Figure 1. Routing congestion.
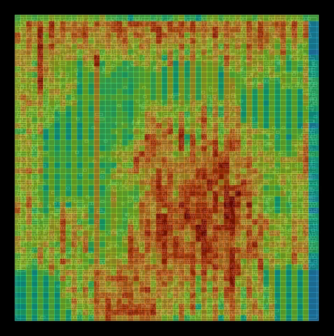
Figure 2. Routed metal, one colour a layer.
Only two layers are drawn.
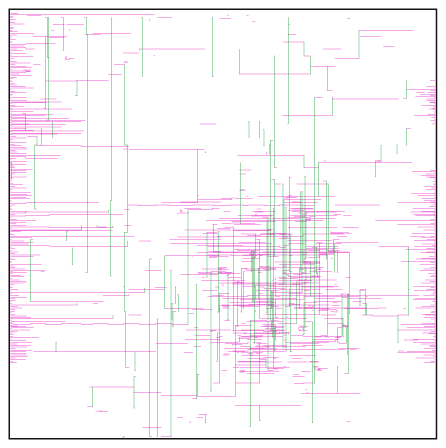
$ cat src/rtl/aes_trace_sequencer.sv
// aes_trace_sequencer: runs a campaign of encryptions on AES_top under one key,
// generating each plaintext, holding AES_en until the core answers, returning
// ciphertext/plaintext pairs and flagging a core that never answers.
module aes_trace_sequencer #(
    parameter int          DATA_W    = 128,
    parameter int          CNT_W     = 16,
    parameter int          GAP_W     = 8,
    parameter int          TIMEOUT   = 64,
    parameter logic [31:0] LFSR_SEED = 32'hACE1_2468
) (
    input  logic              AES_clk,
    input  logic              AES_rst_n,
    input  logic              start,
    input  logic              abort,
    input  logic [1:0]        mode,
    input  logic [DATA_W-1:0] base_pt,
    input  logic [DATA_W-1:0] key,
    input  logic [CNT_W-1:0]  trace_count,
    input  logic [GAP_W-1:0]  gap_cycles,
    output logic              AES_en,
    output logic [DATA_W-1:0] AES_data_in,
    output logic [DATA_W-1:0] AES_key_in,
    input  logic              AES_data_out_valid,
    input  logic [DATA_W-1:0] AES_data_out,
    output logic              ct_valid,
    output logic [DATA_W-1:0] ct_out,
    output logic [DATA_W-1:0] pt_out,
    output logic              busy,
    output logic              done,
    output logic              timeout_err,
    output logic [CNT_W-1:0]  traces_done
);
    localparam int               TMO_W     = $clog2(TIMEOUT + 1);
    localparam int               NWORDS    = DATA_W / 32;
    localparam logic [31:0]      LFSR_TAPS = 32'h8020_0003;
    localparam logic [TMO_W-1:0] TMO_LAST  = TMO_W'(TIMEOUT - 1);

    typedef enum logic [2:0] {S_IDLE, S_LOAD, S_RUN, S_GAP, S_DONE} state_t;

    state_t            r_state;
    state_t            w_state_next;

    // Campaign settings latched at an accepted start
    logic [1:0]        r_mode;
    logic [DATA_W-1:0] r_base;
    logic [DATA_W-1:0] r_key;
    logic [CNT_W-1:0]  r_count;
    logic [GAP_W-1:0]  r_gap;

    logic [CNT_W-1:0]  r_index;
    logic [GAP_W-1:0]  r_gap_cnt;
    logic [TMO_W-1:0]  r_tmo_cnt;
    logic [31:0]       r_lfsr;
    logic [DATA_W-1:0] r_data_in;
    logic              r_ct_valid;
    logic [DATA_W-1:0] r_ct_out;
    logic [DATA_W-1:0] r_pt_out;
    logic              r_done;
    logic              r_timeout_err;
    logic [CNT_W-1:0]  r_traces;

    logic              w_busy;
    logic              w_start_ok;
    logic              w_valid_hit;
    logic              w_timeout_hit;
    logic [CNT_W-1:0]  w_traces_inc;
    logic              w_last;
    logic [31:0]       w_lfsr_next;
    logic              w_lfsr_use;
    logic [DATA_W-1:0] w_pt;

    // busy stays up through the done pulse so a start cannot overlap it
    assign w_busy        = (r_state != S_IDLE) || r_done;
    assign w_start_ok    = start && !w_busy;
    assign w_valid_hit   = (r_state == S_RUN) && AES_data_out_valid && !abort;
    assign w_timeout_hit = (r_state == S_RUN) && !AES_data_out_valid && !abort
                           && (r_tmo_cnt == TMO_LAST);
    assign w_traces_inc  = (r_traces == {CNT_W{1'b1}}) ? r_traces : r_traces + 1'b1;
    assign w_last        = (w_traces_inc == r_count);
    assign w_lfsr_next   = {1'b0, r_lfsr[31:1]} ^ (r_lfsr[0] ? LFSR_TAPS : 32'h0);

    // Plaintext for the current index and whether it consumes an LFSR step
    always_comb begin
        w_pt       = r_base;
        w_lfsr_use = 1'b0;
        case (r_mode)
            2'b01:   w_pt = r_base + DATA_W'(r_index);
            2'b10: begin
                w_pt       = r_base ^ {NWORDS{r_lfsr}};
                w_lfsr_use = 1'b1;
            end
            2'b11: begin
                if (r_index[0]) begin
                    w_pt       = r_base ^ {NWORDS{r_lfsr}};
                    w_lfsr_use = 1'b1;
                end
            end
            default: w_pt = r_base;
        endcase
    end

    // State register
    always_ff @(posedge AES_clk or negedge AES_rst_n) begin
        if (!AES_rst_n) r_state <= S_IDLE;
        else            r_state <= w_state_next;
    end

    // Next-state decode and enable to the core
    always_comb begin
        w_state_next = r_state;
        AES_en       = 1'b0;
        if (r_state != S_IDLE && abort) begin
            w_state_next = S_IDLE;
        end else begin
            case (r_state)
                S_IDLE: begin
                    if (w_start_ok)
                        w_state_next = (trace_count == '0) ? S_DONE : S_LOAD;
                end
                S_LOAD: w_state_next = S_RUN;
                S_RUN: begin
                    AES_en = 1'b1;
                    if (w_valid_hit) begin
                        if (w_last)            w_state_next = S_DONE;
                        else if (r_gap == '0)  w_state_next = S_LOAD;
                        else                   w_state_next = S_GAP;
                    end else if (w_timeout_hit) begin
                        w_state_next = S_DONE;
                    end
                end
                S_GAP: begin
                    if (r_gap_cnt == r_gap - 1'b1) w_state_next = S_LOAD;
                end
                S_DONE:  w_state_next = S_IDLE;
                default: w_state_next = S_IDLE;
            endcase
        end
    end

    // Latch campaign settings on an accepted start
    always_ff @(posedge AES_clk or negedge AES_rst_n) begin
        if (!AES_rst_n) begin
            r_mode  <= '0;
            r_base  <= '0;
            r_key   <= '0;
            r_count <= '0;
            r_gap   <= '0;
        end else if (w_start_ok) begin
            r_mode  <= mode;
            r_base  <= base_pt;
            r_key   <= key;
            r_count <= trace_count;
            r_gap   <= gap_cycles;
        end
    end

    // Gap and timeout counters run only while in their own state
    always_ff @(posedge AES_clk or negedge AES_rst_n) begin
        if (!AES_rst_n) begin
            r_gap_cnt <= '0;
            r_tmo_cnt <= '0;
        end else begin
            r_gap_cnt <= (r_state == S_GAP) ? r_gap_cnt + 1'b1 : '0;
            r_tmo_cnt <= (r_state == S_RUN) ? r_tmo_cnt + 1'b1 : '0;
        end
    end

    // Trace index, completed count, sticky timeout flag and LFSR
    always_ff @(posedge AES_clk or negedge AES_rst_n) begin
        if (!AES_rst_n) begin
            r_index       <= '0;
            r_traces      <= '0;
            r_timeout_err <= 1'b0;
            r_lfsr        <= LFSR_SEED;
        end else if (w_start_ok) begin
            r_index       <= '0;
            r_traces      <= '0;
            r_timeout_err <= 1'b0;
            r_lfsr        <= LFSR_SEED;
        end else begin
            if (w_valid_hit) begin
                r_index  <= r_index + 1'b1;
                r_traces <= w_traces_inc;
            end
            if (w_timeout_hit)
                r_timeout_err <= 1'b1;
            if (r_state == S_LOAD && !abort && w_lfsr_use)
                r_lfsr <= w_lfsr_next;
        end
    end

    // Present plaintext to the core during LOAD; capture results on valid
    always_ff @(posedge AES_clk or negedge AES_rst_n) begin
        if (!AES_rst_n) begin
            r_data_in  <= '0;
            r_ct_valid <= 1'b0;
            r_ct_out   <= '0;
            r_pt_out   <= '0;
            r_done     <= 1'b0;
        end else begin
            if (r_state == S_LOAD && !abort)
                r_data_in <= w_pt;
            r_ct_valid <= w_valid_hit;
            if (w_valid_hit) begin
                r_ct_out <= AES_data_out;
                r_pt_out <= r_data_in;
            end
            r_done <= (r_state == S_DONE) && !abort;
        end
    end

    assign AES_data_in = r_data_in;
    assign AES_key_in  = r_key;
    assign ct_valid    = r_ct_valid;
    assign ct_out      = r_ct_out;
    assign pt_out      = r_pt_out;
    assign busy        = w_busy;
    assign done        = r_done;
    assign timeout_err = r_timeout_err;
    assign traces_done = r_traces;

endmodule

$ cat config.mk
export PLATFORM = sky130hd
export DESIGN_NAME = aes_trace_sequencer
export DESIGN_NICKNAME = d
export VERILOG_FILES = /design/src/rtl/aes_trace_sequencer.sv
export SDC_FILE = /design/constraint.sdc
export NUM_CORES = 2
export LEC_CHECK = 0
export CELL_PAD_IN_SITES_DETAIL_PLACEMENT = 0
export CELL_PAD_IN_SITES_GLOBAL_PLACEMENT = 2
export CORE_AREA = 2 2 369 371
export DETAILED_ROUTE_END_ITERATION = 12
export DIE_AREA = 0 0 371 373
export PLACE_DENSITY = 0.88
export SLEW_MARGIN = 20
export SYNTH_ARGS = -nofsm -noshare
export SYNTH_HDL_FRONTEND = slang
export SYNTH_SLANG_ARGS = --single-unit
export TNS_END_PERCENT = 1
$ cat constraint.sdc
create_clock -name AES_clk -period 4.45 [get_ports AES_clk]
set_input_delay 0.6675 -clock AES_clk [delete_from_list [all_inputs] [get_ports AES_clk]]
set_output_delay 0.6675 -clock AES_clk [all_outputs]
set_load 0.05 [all_outputs]
==> changes_impl.md <==
## Implementation

- Post-synthesis simple-gate area fraction: approximately 28%
- Post-synth EDFFs: 0
- Setup WS post-layout: slightly above 0.6 ns
- Relative slew margins: 17.33%
- Yosys adder share: less than 1%
- Worst slew pin tran: between 1 and 1.5 ns
- Fin. Hold Viols: 5
- CTS resizes: 0
- Peak VDD IR: approximately 0.48 mV
- Final net count: 5,554
- LEAKAGE: ~23 nW
- Dpl ws: around 0.7 ns
- I/O pin cnt: approximately 950
- CTS buffer count: between 90 and 100
- Max Buffers Root-to-Sink: 3
- Max Slew Vio Count: 0
- Failing checks: negative hold slack
- Chip area: between 100,000 and 150,000 um^2
- CP max stage delay: 0.88 ns
- # rows: between 100 and 150
- Vias/cell: roughly 4.9
- Yosys synthesis chip area: about 36,000 um^2
- Latency at later pin: ~0.74 ns
- RSZ-0062 raised after global routing: false
- Dominant register cell: dfrtp_1
- CP startpoint kind: register
- Status: complete, but fails checks
- RR Startpoint: r_index[7]
- Buffers and inverters on the worst path: 1
- Area grow syn2layout: 41.37%
- XOR/XNOR Area Share: about 3.9%
- Fin Hold WS: -0.01191 ns
- Mean Syn Cell Area: 8.350 um^2
- Syn_nets: around 4,700
- Switching share of power: 50.52%
- Gate power share: 50.2%
- Pwr dens: approximately 860 nW/um^2
- Worst R2R End: AES_data_in[36]
- Largest net degree at the start of global routing: between 150 and 200
- Tot Pwr: about 43 mW
- Fin crit period: around 3.8 ns
- Worst Path Max Fanout: 8
- Setup CP Type: register to register
- Layout Skew: around 0.057 ns
- Met1 usage: around 29%
- Cycle use final: between 80% and 90%
- Crit path max-delay family: AND-OR/OR-AND gates
- CTS tree: yes
- IO Port Bufs: approximately 950
- Yosys reg bits: between 700 and 800
-- Figure 1 (at the start) --
gr usage total: 23.89%
drt wl/cell: 24.23 um
M3 GR Usage: 5.774%
final core utilization: 37.41%

-- Figure 2 (at the start) --
legend:
  met3:
    colour: magenta
    wire_length: 13,700 um
  met4:
    colour: green
    wire_length: 6,540 um
Vias: 34,520
final WL: 169,200 um

==> metrics by stage <==
step	area (um^2)	util [%]
global route	50360	37.41
CTS	50340	37.39
detailed placement	47180	35.05
global placement	47170	35.04
floorplan	35620	-
finish	50360	37.41
==> synth_stat cells (13+ instances only) <==
| cell type | count | area share, % |
|---|---|---|
| inv_1 | 27 | 0.28 |
| buf_1 | 17 | 0.18 |
| and2_1 | 15 | 0.26 |
| xnor2_1 | 87 | 2.1 |
| and3_1 | 46 | 0.81 |
| dfstp_2 | 13 | 0.96 |
| clkbuf_1 | 240 | 2.5 |
| o21ai_0 | 219 | 3.1 |
| nand4_1 | 57 | 1.0 |
| dfrtp_1 | 738 | 52 |
| nor4_1 | 27 | 0.47 |
| a21oi_1 | 107 | 1.5 |
| nand2_1 | 1899 | 20 |
| mux2i_1 | 15 | 0.42 |
| a22o_1 | 13 | 0.32 |
| nand3_1 | 125 | 1.8 |
| and4_1 | 20 | 0.49 |
| ha_1 | 21 | 0.74 |
| o31ai_1 | 21 | 0.44 |
| nor2_1 | 126 | 1.3 |
| o21ai_1 | 41 | 0.58 |
| xor2_1 | 70 | 1.7 |
| a31oi_1 | 19 | 0.33 |
| or3_1 | 17 | 0.30 |
| nor3_1 | 35 | 0.49 |
| a221oi_1 | 25 | 0.61 |
| a21o_1 | 13 | 0.27 |
==> area by class of cell <==
type                       count  area, um^2
tap                         1781        2228
sequential                   751       18810
timing repair buffer        1027       10330
antenna                        8       20.02
clock buffer                 135        2708
clock inverter                36       447.9
inverter                      29       116.4
fill                       13770       84260
multi-input combinational   3215       15700
==> how the worst max path moves through the flow <==
stage,end,cells past startpoint,startpoint,slack (ns)
final,AES_data_in[36],10,r_index[7],0.61
after detailed placement,AES_data_in[36],10,r_index[7],0.70
after global routing,AES_data_in[36],10,r_index[7],0.41
after global placement,AES_data_in[69],10,r_base[10],0.52
after floorplan,r_state[2],9,traces_done[0],1.40
after CTS,AES_data_in[36],10,r_index[7],0.67
==> power by group through the flow <==
stage	sequential, mW	clock (mW)	combinational [mW]
6_report	13.5	7.94	21.7
5_1_grt	13.9	8.42	23.0
4_1_cts	13.5	8.15	21.7
3_5_place_dp	13.5	0	21.7
3_3_place_gp	13.4	0	21.6
2_1_floorplan	19.5	0	6.39
==> routing by layer <==
metal | up-vias | part of all wire [%]
met5 | - | 0.050
met4 | 14 | 3.9
met3 | 312 | 8.1
met2 | 1509 | 48
met1 | 16830 | 40
li1 | 15860 | -
==> cells in the final DEF (no fill, tap or decap), types with 70 or more instances in the layout <==
cell type        synthesis  final
nand2_1               1899   1897
clkdlybuf4s50_1          0    946
dfrtp_1                738    737
o21ai_0                219    219
nand3_1                125    125
nor2_1                 126    124
a21oi_1                107    106
clkbuf_16                0     95
xnor2_1                 87     87
xor2_1                  70     70
==> logic make-up after synthesis <==
| kind of cell | Yosys count |
|---|---|
| mux | 17 |
| flops | 751 |
| buf+inv | 300 |
| compound gates | 587 |
| xor+xnor | 157 |
| fa+ha+maj | 23 |
| simple gates | 2431 |
No activity file was given, so power comes from the tool's default toggle rates.
